**src/rtl/uart_tx_ctrl.sv**
```systemverilog
// uart_tx_ctrl: transmit-side frame controller for a UART serializer.
// Accepts parallel bytes, loads and steps the downstream serializer,
// computes optional parity and muxes start/data/parity/stop bits onto a
// registered, idle-high TX line. One line bit per CLK (baud clock) cycle.
module uart_tx_ctrl #(
    parameter int unsigned DATA_W = 8
) (
    input  logic              CLK,
    input  logic              RST,
    input  logic [DATA_W-1:0] P_DATA,
    input  logic              Data_Valid,
    input  logic              PAR_EN,
    input  logic              PAR_TYP,
    input  logic              ser_done,
    input  logic              ser_data,
    output logic [DATA_W-1:0] P_DATA_ser,
    output logic              DATA_VALID_ser,
    output logic              ser_en,
    output logic              TX_OUT,
    output logic              Busy
);

    typedef enum logic [2:0] {
        StIdle,
        StStart,
        StData,
        StParity,
        StStop
    } state_e;

    state_e state_q, state_d;

    // Frame configuration captured at accept time so upstream may change
    // P_DATA / PAR_EN / PAR_TYP freely while the frame is on the line.
    logic data_par_q;
    logic par_en_q;
    logic par_typ_q;
    logic par_bit;

    logic tx_q, tx_d;
    logic busy_q, busy_d;
    logic accept;

    // A new byte is taken only from IDLE or STOP; STOP acceptance gives
    // back-to-back frames with no idle gap on the line.
    assign accept = Data_Valid && !RST && ((state_q == StIdle) || (state_q == StStop));

    // Even parity of the data XOR the type bit gives even (0) / odd (1).
    assign par_bit = data_par_q ^ par_typ_q;

    // The serializer load value is a plain pass-through of the input byte.
    assign P_DATA_ser = P_DATA;

    // State register.
    always_ff @(posedge CLK) begin
        if (RST) begin
            state_q <= StIdle;
        end else begin
            state_q <= state_d;
        end
    end

    // Next-state logic.
    always_comb begin
        state_d = state_q;
        case (state_q)
            StIdle: begin
                if (accept) begin
                    state_d = StStart;
                end
            end
            StStart: begin
                state_d = StData;
            end
            StData: begin
                // ser_done marks the last data bit being presented.
                if (ser_done) begin
                    state_d = par_en_q ? StParity : StStop;
                end
            end
            StParity: begin
                state_d = StStop;
            end
            StStop: begin
                state_d = accept ? StStart : StIdle;
            end
            default: begin
                state_d = StIdle;
            end
        endcase
    end

    // Output logic: serializer strobes and the next TX line value.
    always_comb begin
        DATA_VALID_ser = 1'b0;
        ser_en         = 1'b0;
        tx_d           = 1'b1;
        case (state_q)
            StIdle: begin
                DATA_VALID_ser = accept;
                tx_d           = 1'b1;
            end
            StStart: begin
                // First shift happens during the start bit so the first data
                // bit is already registered in the serializer on DATA entry.
                ser_en = !RST;
                tx_d   = 1'b0;
            end
            StData: begin
                ser_en = !RST && !ser_done;
                tx_d   = ser_data;
            end
            StParity: begin
                tx_d = par_bit;
            end
            StStop: begin
                DATA_VALID_ser = accept;
                tx_d           = 1'b1;
            end
            default: begin
                tx_d = 1'b1;
            end
        endcase
    end

    // Busy looks ahead one state so it is registered alongside the state.
    assign busy_d = (state_d == StStart) || (state_d == StData) || (state_d == StParity);

    // Frame configuration capture on accept.
    always_ff @(posedge CLK) begin
        if (RST) begin
            data_par_q <= 1'b0;
            par_en_q   <= 1'b0;
            par_typ_q  <= 1'b0;
        end else if (accept) begin
            data_par_q <= ^P_DATA;
            par_en_q   <= PAR_EN;
            par_typ_q  <= PAR_TYP;
        end
    end

    // Registered TX line and Busy flag.
    always_ff @(posedge CLK) begin
        if (RST) begin
            tx_q   <= 1'b1;
            busy_q <= 1'b0;
        end else begin
            tx_q   <= tx_d;
            busy_q <= busy_d;
        end
    end

    assign TX_OUT = tx_q;
    assign Busy   = busy_q;

endmodule

```
**config.mk**
```make
export PLATFORM = sky130hd
export DESIGN_NAME = uart_tx_ctrl
export DESIGN_NICKNAME = d
export VERILOG_FILES = /design/src/rtl/uart_tx_ctrl.sv
export SDC_FILE = /design/constraint.sdc
export NUM_CORES = 1
export LEC_CHECK = 0
export CAP_MARGIN = 25
export CORE_MARGIN = 8
export CORE_UTILIZATION = 32
export CTS_CLUSTER_DIAMETER = 30
export DETAILED_ROUTE_END_ITERATION = 8
export PLACE_DENSITY = 0.83
export SLEW_MARGIN = 10
export SYNTH_ARGS = -nofsm -noshare
export SYNTH_HDL_FRONTEND = slang
export SYNTH_SLANG_ARGS = --single-unit
```
**constraint.sdc**
```tcl
create_clock -name CLK -period 1 [get_ports CLK]
set_input_delay 0.2 -clock CLK [delete_from_list [all_inputs] [get_ports CLK]]
set_output_delay 0.2 -clock CLK [all_outputs]
set_load 0.005 [all_outputs]
```
==> run_1/metal_density.png <==
The bar under the picture is 20 um long. 11 x 11 tiles, from dark blue (low) to red (high), scaled to the fullest tile. Values are wire area over tile area, all layers added.
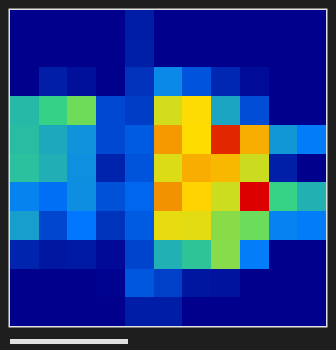
fullest tile = 0.45
emptiest ninth of the die = upper right
tiles over half the peak = 17%
mean over tiles = 0.098
Routed Wire Length: 1.65 mm
average wire length per cell after detail routing: 15.0 um

==> run_1/clocks.png <==
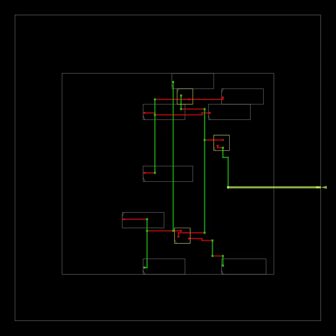
TritonCTS Sinks: 8
FF+latch count: 8
Clock Power: 0.000268 W
Layout clock buffers: 3
worst skew pair latency: 260 ps

==> run summary, run 1 <==
Notes on the flow outputs.

- The flow ran to the end, but the final reports show violations.
- The final reports fail on negative setup slack.
- The minimum hold slack reads 416 ps.
- The total count of hold-check failures in the final report reads 0.
- The termination of the worst setup path reads ser_en.
- The overall power after layout reads 0.000988 W.
- The final total negative setup slack reads -1340 ps.
- Measured along the x axis, the die boundary spans 53.8 um.
- The capture endpoint of the worst hold path is state_q[0]$_SDFF_PP0_.
- The cell kind with the greatest summed area reads non-clock buffers.
- The non-clock buffer instance count of the final layout is 45.
- The net switching power figure is roughly 0.00029 W.
- The power report attributes to the combinational group a share of 0.366.
- The maximum number of pins on one net before global-route repair is 8.
- No sink is reached through more buffers than the 2 on the longest clock path.
- The yosys synthesis warning count is 0.
- Setup repair after global routing could not meet its margin everywhere.
- The mux contribution to synthesized area reads 0.
- The combinational power reads about 0.00036 W.
- The register with the most flip-flops in the layout has 3 of them.
- For this design, the CTS-stage hold fixing added 0 buffers.
- The register containing the most flip-flops in the final layout reads state_q.
- For this configuration, the core starts out at a cell density of 0.347.
- The share of the Yosys chip area taken by registers is 0.351.
- The sequential power reported by the tool is ~0.00036 W.
- The data arrival time of the critical path reads ~1100 ps.
- The number of fillers in the final layout is ~100.
- The layout summary lists the proportion of cells stronger than drive strength 1 as 0.516.
- After synthesis the cells add up to 457 sq um.
- The routing usage on met2 is 0.183.
- Synthesis produced a netlist whose cell count is 56.
- The total setup violations reported at the end of the flow reads 9.
- The area recorded from the Yosys report for this design is 457 sq um.
- The final clock period utilization by the worst path reads 1.31.
- The maximum clock skew at final layout reads about 8.0 ps.
- In this run the standard cell core region covers approximately 1300 sq um.
- The placed cell count is 102.
- The met1 wire length reads approximately 580 um.
- The largest power group reads combinational cells.
- The sequential cell area share reads 0.185.
- The cell at the slowest stage of the critical path is dfxtp_4.
- The number of cells in Yosys stat reads 56.
- The highest clock frequency the design can meet reads ~0.76 GHz.
- The start point of the worst min-delay path reads ser_done.
- The number of port buffers reads 26.
- The number of nets at floorplan is 71.
- The worst-path maximum fanout reads 4.
- The sort of element at the start of the critical path is a register.
- The clock period minus final worst setup slack is 1310 ps.
- The routed design uses approximately 830 um of met2 wire.
- The global-route usage over all layers is 0.101.
- The tally of nets with antenna violations remaining after routing is 0.
- The number of max-cap violations is 0.
- The number of DRC markers in iteration 0 is 12.
- The layout report lists the multi-input gate area as 295 sq um.
- The placement row count is 13.
- Per the cell usage report, the commonest logic cell in the layout is buf_4.
- The post-synthesis xor/xnor area fraction is 0.153.
- The fraction of area in non-clock buffers is 0.435.
- For reference, the critical path cell chain is buf_4, nor2b_4, o21a_1, buf_2.
- The most congested layer reported by global routing reads met2.
- The clock transition at the registers of the reported paths reads 60 ps.
- The worst supply voltage drop on vdd reads 0.527 mV.
- The multi-input logic cell count reads 38.
- Once synthesis finished, the tally of register bits stood at 8.
- The first global-routing pass estimated approximately 2.2 mm of wire.
- The synthesis report gives the async set-or-reset register share as 0.
- The launch point of the critical path was reported as state_q[1]$_SDFF_PP0_.
- The final cell utilization of the core reads 0.679.
- Setup slack on the worst reg-to-reg path comes out at -200 ps.
- The worst hold path class reads in2reg.
- The clock tree from TritonCTS reads built.
- The HPWL after detailed placement is just over 1 mm.
- At the end of routability-driven placement, the weighted congestion stood at between 0.7 and 0.8.
- The summed area of non-filler cells in the final layout is 895 sq um.
- The delay contributed by the slowest stage of the critical path is 350 ps.
- In the routed design, unresolved DRC markers number 0.
- The worst setup path category reads reg2out.
- After layout, the worst setup slack is -310 ps.
- The number of buffers inserted to repair setup after CTS is 2.
- Of all the cell area in the finished design, the clock network holds 0.0252.
- For the worst reg-to-reg path, the startpoint reported by OpenROAD is state_q[1]$_SDFF_PP0_.
- The first detailed-routing pass took 4 iterations.
- The via count of the first global-routing pass is 555.
- The uppermost metal layer occupied by signal nets is met4.
- The number of nets in the finished design reads 112.
- In the layout the commonest cells are buf_4, dlygate4sd2_1, xnor2_1, dfxtp_1, nand2_1.
- The number of top-level pins reads 27.
- In the post-synthesis netlist, the biggest area contributors are dfxtp_1, xnor2_1, buf_4, a21oi_1, nand2_1.
- The mean instance size in the synthesized netlist is 8.16 sq um.
- The number of levels the H-tree was split into is 1.
- Checking max transition, the worst relative margin is 0.868.
- The number of vias per cell is 4.88.
- The buffer cell driving the clock tree root is clkbuf_4.
- For the worst setup path, the data required time is 800 ps.
- The total overflow left after global routing is 0.
- The number of cells on the worst reg-to-reg path is 6.
==> run_1/layer_met3.png <==
The bar under the picture is 20 um long.
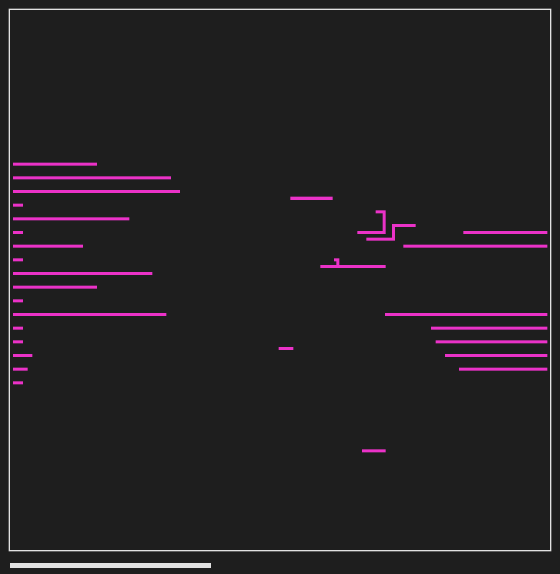
share of all routed wire = 12%
main direction = horizontal
GR Layer Usage met3: 0.0579
total number of vias: 537

## Run 2: what changed since run 1
- HOLD_SLACK_MARGIN: unset -> 0.12
==> run_2/metal_density.png <==
The bar under the picture is 20 um long. 11 x 11 tiles, from dark blue (low) to red (high), scaled to the fullest tile. Values are wire area over tile area, all layers added.
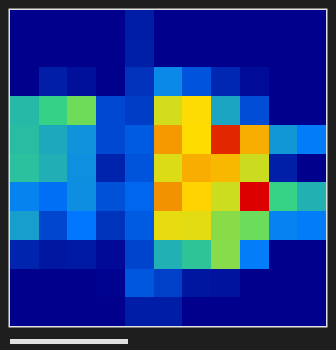
tiles over half the peak = 17%
fullest tile = 0.45
mean over tiles = 0.098
gr usage total: 0.101

==> run_2/layer_met1.png <==
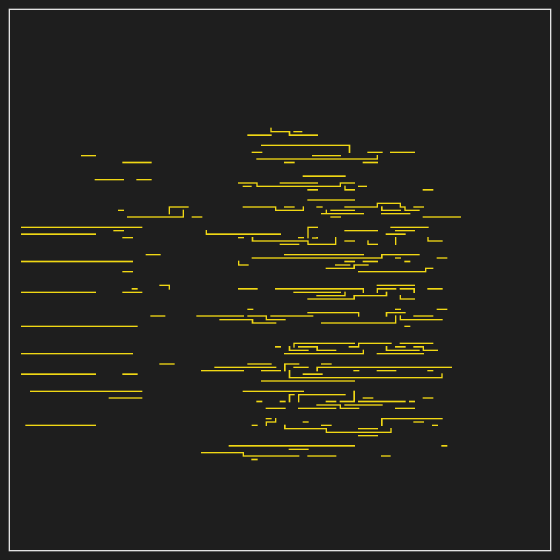
longest straight run = 15.2 um
wire length on this layer = 582 um
main direction = horizontal
nets with wire on the layer = 96
met1 routing resource usage after global routing: 0.0918

==> run_2/clocks.png <==
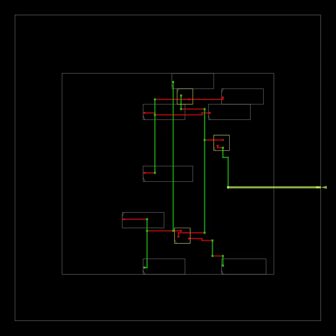
clk_skew: 8.01 ps
total CTS buffers: 3

==> run summary, run 2 <==
Notes on the flow outputs.

- The flow ran to the end, but the final reports show violations.
- The final reports fail on negative setup slack.
- Per the synth stats, the proportion of register bits with asynchronous set or reset is 0.
- The buffer cell driving the clock tree root is clkbuf_4.
- The fraction of final layout cells with drive strength greater than 1 reads 0.516.
- The final-layout clock buffer total is 3.
- The number of nets in the finished design is around 110.
- The number of max-cap violations is 0.
- The sequential cell area share is 0.185.
- The first global-routing pass estimated about 2.2 mm of wire.
- The total setup violations reported at the end of the flow reads 9.
- The number of clock sinks reads 8.
- The number of DRC markers in iteration 0 reads 12.
- Per the detail_route report, the via count comes to 537.
- The worst-case clock buffer depth reads 2.
- The via count of the first global-routing pass is ~560.
- The floorplan step defined a core boundary enclosing 1320 sq um.
- The final cell utilization of the core is 0.679.
- The maximum number of pins on one net before global-route repair reads 8.
- The start point of the critical path is state_q[1]$_SDFF_PP0_.
- The worst supply voltage drop on vdd is 0.527 mV.
- met3 track demand over resource after global routing is 0.0579.
- The endpoint kind of the worst setup timing path reads an output port.
- The power attributed to sequential cells reads 0.000359 W.
- The synthesis-stage register bit count reads 8.
- The tally of nets with antenna violations remaining after routing is 0.
- The final design was reported to hold multi-input combinational gates totalling 38.
- The transition time recorded at the tightest slew-check pin is 197 ps.
- The capture endpoint of the worst hold path is state_q[0]$_SDFF_PP0_.
- The total count of hold-check failures in the final report reads 0.
- For reference, the critical path is captured by ser_en.
- The critical path in this run is classified as reg2out.
- The gate count of the mapped netlist reads ~56.
- The global route stage reports its total congestion overflow as 0.
- The main logic family after synthesis is simple AND/OR/NAND/NOR gates.
- The die is between 50 and 60 um tall.
- The number of fillers in the final layout reads about 100.
- The number of vias per cell reads about 4.9.
- Counting plain and timing-repair buffers in the layout gives approximately 45.
- The number of cells on the worst reg-to-reg path reads 6.
- Yosys printed 0 warnings.
- In this run, placement finished with an instance count of 102.
- The tightest slew margin relative to the limit reads 0.868.
- The top logic cell by instance count in the layout reads buf_4.
- The required time of the critical path reads 800 ps.
- As reported, the later end of the worst-skew pair has a clock insertion delay of 260 ps.
- The highest clock frequency the design can meet reads 0.763 GHz.
- The mean instance size in the synthesized netlist is around 8.2 sq um.
- The post-synthesis xor/xnor area fraction is 0.153.
- By area the synthesized netlist is led by dfxtp_1, xnor2_1, buf_4, a21oi_1, nand2_1.
- Walking the worst path, the cells encountered are buf_4, nor2b_4, o21a_1, buf_2.
- The worst hold path class is in2reg.
- The HPWL after detailed placement is 1.04 mm.
- The clock-cell share of area reads 0.0252.
- The wire length reported by the detailed router reads 1.65 mm.
- Setup repair after global routing could not meet its margin everywhere.
- The routed length per instance is between 15 and 20 um.
- The overall power after layout is 0.000988 W.
- The number of cells in Yosys stat is 56.
- The summed area of non-filler cells in the final layout reads 895 sq um.
- Summing every instance area after synthesis gives 457 sq um.
- The hold buffer count at CTS is 0.
- The floorplan step set the die width to 53.8 um.
- The clock period minus final worst setup slack is roughly 1300 ps.
- The number of iterations in the first detailed-routing pass reads 4.
- The start point of the worst min-delay path reads ser_done.
- CTS built an H-tree with a depth of 1.
- The uppermost metal layer occupied by signal nets reads met4.
- The register area share after synthesis reads 0.351.
- After clock tree synthesis, the clock-pin slew on the worst setup and hold paths is 60 ps.
- Per the final report, the share of cell area in non-clock buffers is 0.435.
- The startpoint of the worst-slack reg-to-reg timing path reads state_q[1]$_SDFF_PP0_.
- The combinational power reads 0.000361 W.
- The area used by multi-input combinational logic is 295 sq um.
- The final sequential cell count is 8.
- The synthesized netlist has a Yosys-reported chip area of 457 sq um.
- For the clock group, total power comes out at ~0.00027 W.
- The cell kind with the greatest summed area reads non-clock buffers.
- The data arrival time of the critical path is about 1100 ps.
- The register with the most flip-flops in the layout has 3 of them.
- The final clock period utilization by the worst path is 1.31.
- The power report puts the net switching power at 0.000292 W.
- The slack of the critical path reads -310 ps.
- The met2 wire length reads about 830 um.
- The most congested layer reported by global routing reads met2.
- The mux contribution to synthesized area is 0.
- The sort of element at the start of the critical path reads a register.
- Adding up every negative setup slack in the final design gives -1340 ps.
- The minimum hold slack is 416 ps.
- The longest incremental delay of any stage on the critical path is reported as 350 ps.
- The routing usage on met2 is 0.183.
- The placement row count reads 13.
- The clock tree from TritonCTS reads built.
- The slowest stage of the critical path belongs to the cell dfxtp_4.
- The number of port buffers reads 26.
Power figures rest on the tool's default switching activity, not on a simulated workload.
